gate_families.png
(3 px per um)
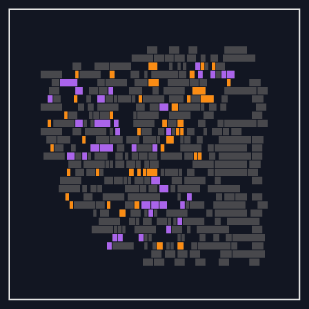
pdn.png
(4 px per um) Pins as bars on the die edge.
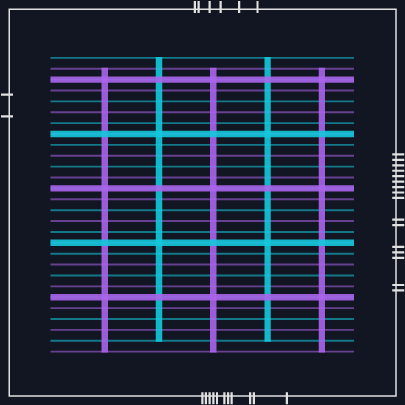
metal_stack.png
(4 px per um)
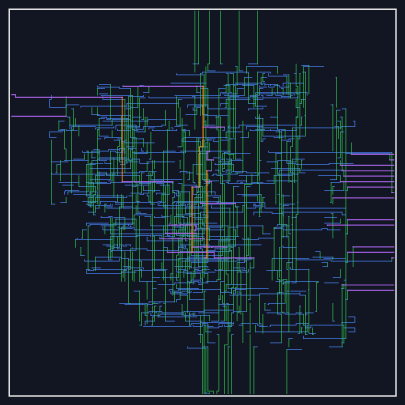
final_clocks.png
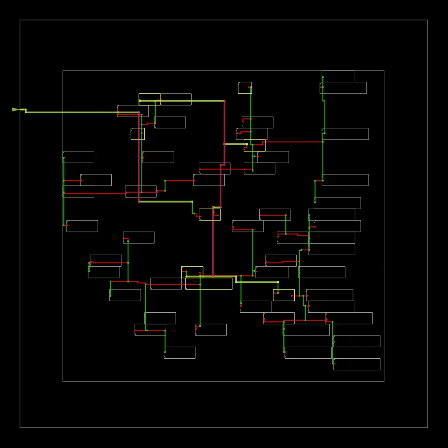
clock_map.png
(3 px per um)
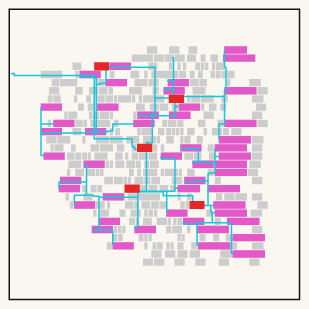
### config.mk
export PLATFORM = sky130hd
export DESIGN_NAME = fifo_burst_reader
export DESIGN_NICKNAME = d
export VERILOG_FILES = /design/src/rtl/fifo_rd_pkg.sv /design/src/rtl/stream_skid_buf.sv /design/src/rtl/fifo_burst_reader.sv
export SDC_FILE = /design/constraint.sdc
export NUM_CORES = 1
export LEC_CHECK = 0
export CAP_MARGIN = 20
export CORE_MARGIN = 10
export CORE_UTILIZATION = 45
export CTS_CLUSTER_DIAMETER = 200
export DETAILED_ROUTE_END_ITERATION = 10
export PLACE_DENSITY = 0.7
export SLEW_MARGIN = 25
export SYNTH_ARGS = -nofsm -noshare
export SYNTH_HDL_FRONTEND = slang
export SYNTH_SLANG_ARGS = --single-unit
### constraint.sdc
create_clock -name clk -period 3.3 [get_ports clk]
set_input_delay 0.66 -clock clk [delete_from_list [all_inputs] [get_ports clk]]
set_output_delay 0.66 -clock clk [all_outputs]
set_load 0.05 [all_outputs]
### src/rtl/fifo_rd_pkg.sv
// ============================================================================
// Module      : fifo_rd_pkg
// Description : Shared types and constants for the FIFO burst reader.
// Revision    : 1.0 - initial release
// ============================================================================
`default_nettype none

package fifo_rd_pkg;

    typedef enum logic [1:0] {
        IDLE = 2'd0,
        RUN  = 2'd1,
        DONE = 2'd2
    } rd_state_e;

    localparam int SKID_DEPTH = 2;
    localparam int OCC_W      = $clog2(SKID_DEPTH + 1);

endpackage

`default_nettype wire

### src/rtl/stream_skid_buf.sv
// ============================================================================
// Module      : stream_skid_buf
// Description : Two-entry circular skid buffer with valid/ready output side.
// Revision    : 1.0 - initial release
// ============================================================================
`default_nettype none

module stream_skid_buf
    import fifo_rd_pkg::*;
#(
    parameter int WIDTH = 8
) (
    input  logic             clk,
    input  logic             rst,
    input  logic             i_push,
    input  logic [WIDTH-1:0] i_data,
    output logic             o_valid,
    input  logic             i_ready,
    output logic [WIDTH-1:0] o_data,
    output logic [OCC_W-1:0] o_occ
);

    localparam int PTR_W = $clog2(SKID_DEPTH);

    logic [WIDTH-1:0] r_mem [SKID_DEPTH];
    logic [PTR_W-1:0] r_wr_ptr;
    logic [PTR_W-1:0] r_rd_ptr;
    logic [OCC_W-1:0] r_occ;

    logic w_pop;
    logic w_push_ok;

    assign o_valid   = (r_occ != '0);
    assign o_data    = r_mem[r_rd_ptr];
    assign o_occ     = r_occ;
    assign w_pop     = o_valid & i_ready;
    // A push into a full buffer is only safe when the head leaves the same cycle.
    assign w_push_ok = i_push & ((r_occ != OCC_W'(SKID_DEPTH)) | w_pop);

    always_ff @(posedge clk) begin
        if (rst) begin
            for (int i = 0; i < SKID_DEPTH; i++) begin
                r_mem[i] <= '0;
            end
            r_wr_ptr <= '0;
            r_rd_ptr <= '0;
            r_occ    <= '0;
        end else begin
            // Pointers wrap naturally because the depth is a power of two.
            if (w_push_ok) begin
                r_mem[r_wr_ptr] <= i_data;
                r_wr_ptr        <= r_wr_ptr + PTR_W'(1);
            end
            if (w_pop) begin
                r_rd_ptr <= r_rd_ptr + PTR_W'(1);
            end
            case ({w_push_ok, w_pop})
                2'b10:   r_occ <= r_occ + OCC_W'(1);
                2'b01:   r_occ <= r_occ - OCC_W'(1);
                default: r_occ <= r_occ;
            endcase
        end
    end

endmodule

`default_nettype wire

### src/rtl/fifo_burst_reader.sv
// ============================================================================
// Module      : fifo_burst_reader
// Description : Pops a fixed-length burst from a FIFO and streams it out
//               with a last-word flag, hiding the FIFO read latency.
// Revision    : 1.0 - initial release
// ============================================================================
`default_nettype none

module fifo_burst_reader
    import fifo_rd_pkg::*;
#(
    parameter int WIDTH = 8,
    parameter int LEN_W = 8
) (
    input  logic             clk,
    input  logic             rst,
    input  logic             start,
    input  logic [LEN_W-1:0] len,
    output logic             busy,
    output logic             done,
    output logic             fifo_ren,
    input  logic [WIDTH-1:0] fifo_data,
    input  logic             fifo_data_valid,
    input  logic             fifo_empty,
    output logic             m_valid,
    output logic [WIDTH-1:0] m_data,
    output logic             m_last,
    input  logic             m_ready
);

    rd_state_e r_state;
    rd_state_e w_state_nxt;

    logic [LEN_W-1:0] r_len;
    logic [LEN_W-1:0] r_issued;
    logic [LEN_W-1:0] r_sent;
    logic             r_inflight;

    logic [OCC_W-1:0] w_occ;
    logic             w_pop;
    logic             w_push;
    logic             w_is_last;
    logic [2:0]       w_credit;
    logic             w_ren;

    assign w_pop     = m_valid & m_ready;
    assign w_push    = fifo_data_valid & (r_state == RUN);
    assign w_is_last = (r_sent == (r_len - LEN_W'(1)));

    // Words owed to the buffer after this cycle; a new read needs a free slot.
    assign w_credit  = {1'b0, w_occ} + {2'b00, r_inflight} - {2'b00, w_pop};
    assign w_ren     = (r_state == RUN) & ~fifo_empty & (r_issued < r_len)
                     & (w_credit < 3'd2);

    assign fifo_ren  = w_ren;
    assign m_last    = w_is_last & m_valid;
    assign busy      = (r_state != IDLE);
    assign done      = (r_state == DONE);

    stream_skid_buf #(
        .WIDTH (WIDTH)
    ) u_skid (
        .clk     (clk),
        .rst     (rst),
        .i_push  (w_push),
        .i_data  (fifo_data),
        .o_valid (m_valid),
        .i_ready (m_ready),
        .o_data  (m_data),
        .o_occ   (w_occ)
    );

    always_comb begin
        w_state_nxt = r_state;
        case (r_state)
            IDLE: begin
                if (start) begin
                    w_state_nxt = (len == '0) ? DONE : RUN;
                end
            end
            RUN: begin
                if (w_pop & w_is_last) begin
                    w_state_nxt = DONE;
                end
            end
            DONE:    w_state_nxt = IDLE;
            default: w_state_nxt = IDLE;
        endcase
    end

    always_ff @(posedge clk) begin
        if (rst) begin
            r_state    <= IDLE;
            r_len      <= '0;
            r_issued   <= '0;
            r_sent     <= '0;
            r_inflight <= 1'b0;
        end else begin
            r_state    <= w_state_nxt;
            r_inflight <= w_ren;
            if ((r_state == IDLE) && start) begin
                r_len    <= len;
                r_issued <= '0;
                r_sent   <= '0;
            end else begin
                if (w_ren) begin
                    r_issued <= r_issued + LEN_W'(1);
                end
                if (w_pop) begin
                    r_sent <= r_sent + LEN_W'(1);
                end
            end
        end
    end

endmodule

`default_nettype wire

==> metrics.cfg <==
[min_path]
hold_depth = 2
whs_endpoint = r_issued[6]$_SDFFE_PP0P_
hp-start = r_issued[6]$_SDFFE_PP0P_
hold_path.class = register to register

[global_routing]
overflow = 0
grt_pass1_vias = 2084
grt_start_max_net_pins = 17
grt_busiest_layer = met2
antenna_found_initial = 0
grtUsageMet3_pct = 3.35
grt_usage_pct = 13.2
grt_pass1_wl_um = 9710
use_met2_pct = 23.5
use_met1_pct = 15.0

[floorplan]
fp.dieH_um = 96.3
dieArea_um2 = 9270
ios = 35
num_rows = 27
core_area_um2 = 5570
floorplanUtilization_pct = 47.0
die_w_um = 96.3

[critical_path]
critPathKind = register to output port
startpoint_type = register
max_stage_delay_ps = 430
path_cells = or2_4 -> and2_4 -> ha_4 -> nor2b_2 -> fa_1 -> nor3_2 -> nand4_2 -> a21oi_4 -> buf_12
crit_required_ps = 2640
end_kind = output port
crit_arrival_ps = 2500
reg2reg_from = u_skid.o_occ[0]$_SDFFE_PP0P_
rrSetupSlack_ps = 550
reg2reg_to = r_issued[4]$_SDFFE_PP0P_
critPathMaxFanout = 7
worstRegToRegCells = 11
critPathBufInv = 1
crit_slowest_cell = fa_1
cp_top_family = simple AND/OR/NAND/NOR gates

[place]
dp_hpwl_um = 4240
placement.cell_area_um2 = 3110
place_congestion = 0.822
io_buffer_count = 34

[clock_tree]
clkTransAtPathRegs_ps = 90
hold_buffers = 0
cts_setup_buffers = 0
clock-root-buffer = clkbuf_8
cts_max_level = 2
numCtsBuffers = 5
clk_path_buf_depth = 2
cts_tree = built

[job]
tool_warnings = 26
maxCapViolCount = 0

[synthesis]
syn-cell-area_um2 = 2620
yosysWarnings = 0
synth-edff-count = 16
synthArstFlopShare_pct = 0
yosys-stat-area_um2 = 2620
ys_types = 46
yosysCellCount = 283
syn_inst = 283
synth-seq-area-share_pct = 42.8
synth_nets = 317
synthFlopType = dfxtp_1
synth_flops = 48
synth_area_per_cell_um2 = 9.25

[status]
status = finished, final reports clean

[layout]
nets = 354
diodes = 0
syn2layout_area_growth_pct = 23.6
drive_above_1_share_pct = 14.0
final_util_pct = 58.1
final_area_um2 = 3240

[drt]
drt_iter0_drc = 153
highest_layer = met4
wl_met3_um = 320
drt-met1-wl_um = 2480
detail-route-antenna-nets = 0
routed_wl_um = 5690
wl_met2_um = 2800
routed_via_density = 5.16
drc = 0
drt_pass1_iterations = 4

[final_timing]
fin_crit_sh_pct = 95.6
rsz0062_at_grt = no
setup_tns_ps = 0
setup-violations-final = 0
final_max_slew_viol_count = 0
fin_skew_ps = 9.09
worst_slew_pin_slew_ps = 671
hold_viol_final = 0
timing.fmax_mhz = 317
slew_headroom_pct = 55.3
min_period_ps = 3160

[pwr]
combPwrFrac_pct = 20.0
power.switching_mw = 0.385
p_seq_share_pct = 48.1
total_power_mw = 1.37
power.density_nw_per_um2 = 422
vdd.ir_drop.worst_v = 0.000227
pwr-share-clk_pct = 31.9
internal_power_mw = 0.981
p_leak_nw = 1.22
netSwitchingFraction_pct = 28.2

Notes on gate_families.png above:
[orange] NOR gates | cells: 41
[purple] inverting AOI/OAI gates | cells: 36

Notes on pdn.png above:
[purple] VSS
[cyan] VDD
signal pins: 35
met1 rails: 28

Notes on metal_stack.png above:
[blue] met1 | wire length: 2480 um
[orange] met4 | wire length: 85.2 um
[green] met2 | wire length: 2800 um
[purple] met3 | wire length: 320 um
routed via count: 2028
WL per Instance: 14.5 um

Notes on final_clocks.png above:
clk_lat worst skew: 310 ps
TritonCTS Sinks: 48

Notes on clock_map.png above:
[red] cells driving clock nets | count: 5
[magenta] flip-flops | count: 48
[cyan] clock wires | length: 572 um
routed clock nets: 6

## final cells by class
class / count / area (um2)
multi-input combinational: 206 / 1420
clock inverter: 3 / 47.5
fill: 499 / 2340
sequential: 48 / 1120
inverter: 17 / 63.8
tap: 72 / 90.1
clock buffer: 5 / 68.8
timing repair buffer: 42 / 419
## registers in the layout (all words and copies together) (netlist names), named ones only
signal and flops:
r_state 2, r_issued 8, r_sent 8, r_len 8
u_skid.o_occ 2, u_skid.r_wr_ptr 1, u_skid.r_mem 16, u_skid.r_rd_ptr 1
r_inflight 1
## power groups by stage
stage          combinational, mW  clock, mW  sequential, mW
4_1_cts                    0.274      0.445           0.656
6_report                   0.274      0.435           0.657
5_1_grt                    0.298      0.463           0.661
3_3_place_gp               0.267          0           0.669
3_5_place_dp               0.271          0           0.670
2_1_floorplan              0.187          0           0.662
## repair_timing
item / CTS / global route
resized: 2 / 3
pin swaps: 3 / 0
setup endpoints to repair: 1 / 2
gates cloned: 0 / 0
## layout by cell type (no fill, tap or decap), types with 5 or more instances in the layout
master	n
ha_1	10
clkdlybuf4s50_1	31
nand2b_1	5
inv_1	17
xnor2_1	15
mux2_2	8
edfxtp_1	16
nor2_1	25
xor2_1	11
nor3_1	5
a211oi_1	5
clkbuf_8	5
nand2_1	29
o21ai_0	6
nand3_1	9
a21oi_1	15
and2_1	18
buf_4	8
dfxtp_1	30
## cell families (layout without fill, tap and decap cells)
family	after synthesis	in the layout	share of synthesized area, %
AND-OR/OR-AND	41	41	10.6
XOR/XNOR	26	26	8.70
adder cells (fa/ha/maj)	12	12	6.02
buffers and inverters	29	67	4.40
flip-flops	48	48	42.8
multiplexers	10	10	4.20
AND/OR/NAND/NOR	117	117	23.3
## metrics by stage
stage,hold WS [ps],worst slack [ps],instances
2_1_floorplan,463,0.410,283
3_3_place_gp,494,-132,385
3_5_place_dp,497,-160,385
4_1_cts,511,49.5,393
5_1_grt,535,31.2,393
6_report,512,144,393
## worst max-delay path by stage
stage | startpoint | end | slack [ps] | cells past startpoint
2_1_floorplan | u_skid.o_occ[1]$_SDFFE_PP0P_ | fifo_ren | 0.4 | 10
6_report | u_skid.o_occ[0]$_SDFFE_PP0P_ | fifo_ren | 140 | 9
3_3_place_gp | m_ready | fifo_ren | -130 | 9
3_5_place_dp | m_ready | fifo_ren | -160 | 9
4_1_cts | r_len[1]$_SDFFE_PP0P_ | m_last | 50 | 8
5_1_grt | u_skid.o_occ[0]$_SDFFE_PP0P_ | fifo_ren | 30 | 9
## synth_stat cells (all sizes together) (2+ instances only)
cell	n	area share, %
a211oi	6	1.9
a21o	2	0.57
a21oi	16	3.1
a41oi	3	1.0
and2	20	4.9
and3	4	0.96
buf	6	1.1
clkbuf	6	0.86
dfxtp	32	24
edfxtp	16	18
ha	11	5.3
inv	17	2.4
mux2	8	3.4
mux2i	2	0.76
nand2	29	4.2
nand2b	5	1.2
nand3	9	1.7
nand4	2	0.72
nor2	25	3.6
nor2b	3	0.72
nor3	7	1.3
nor3b	3	1.2
nor4	3	0.72
o21ai	7	1.5
or2	2	0.48
xnor2	15	5.0
xor2	11	3.7
No activity file was given, so power comes from the tool's default toggle rates.
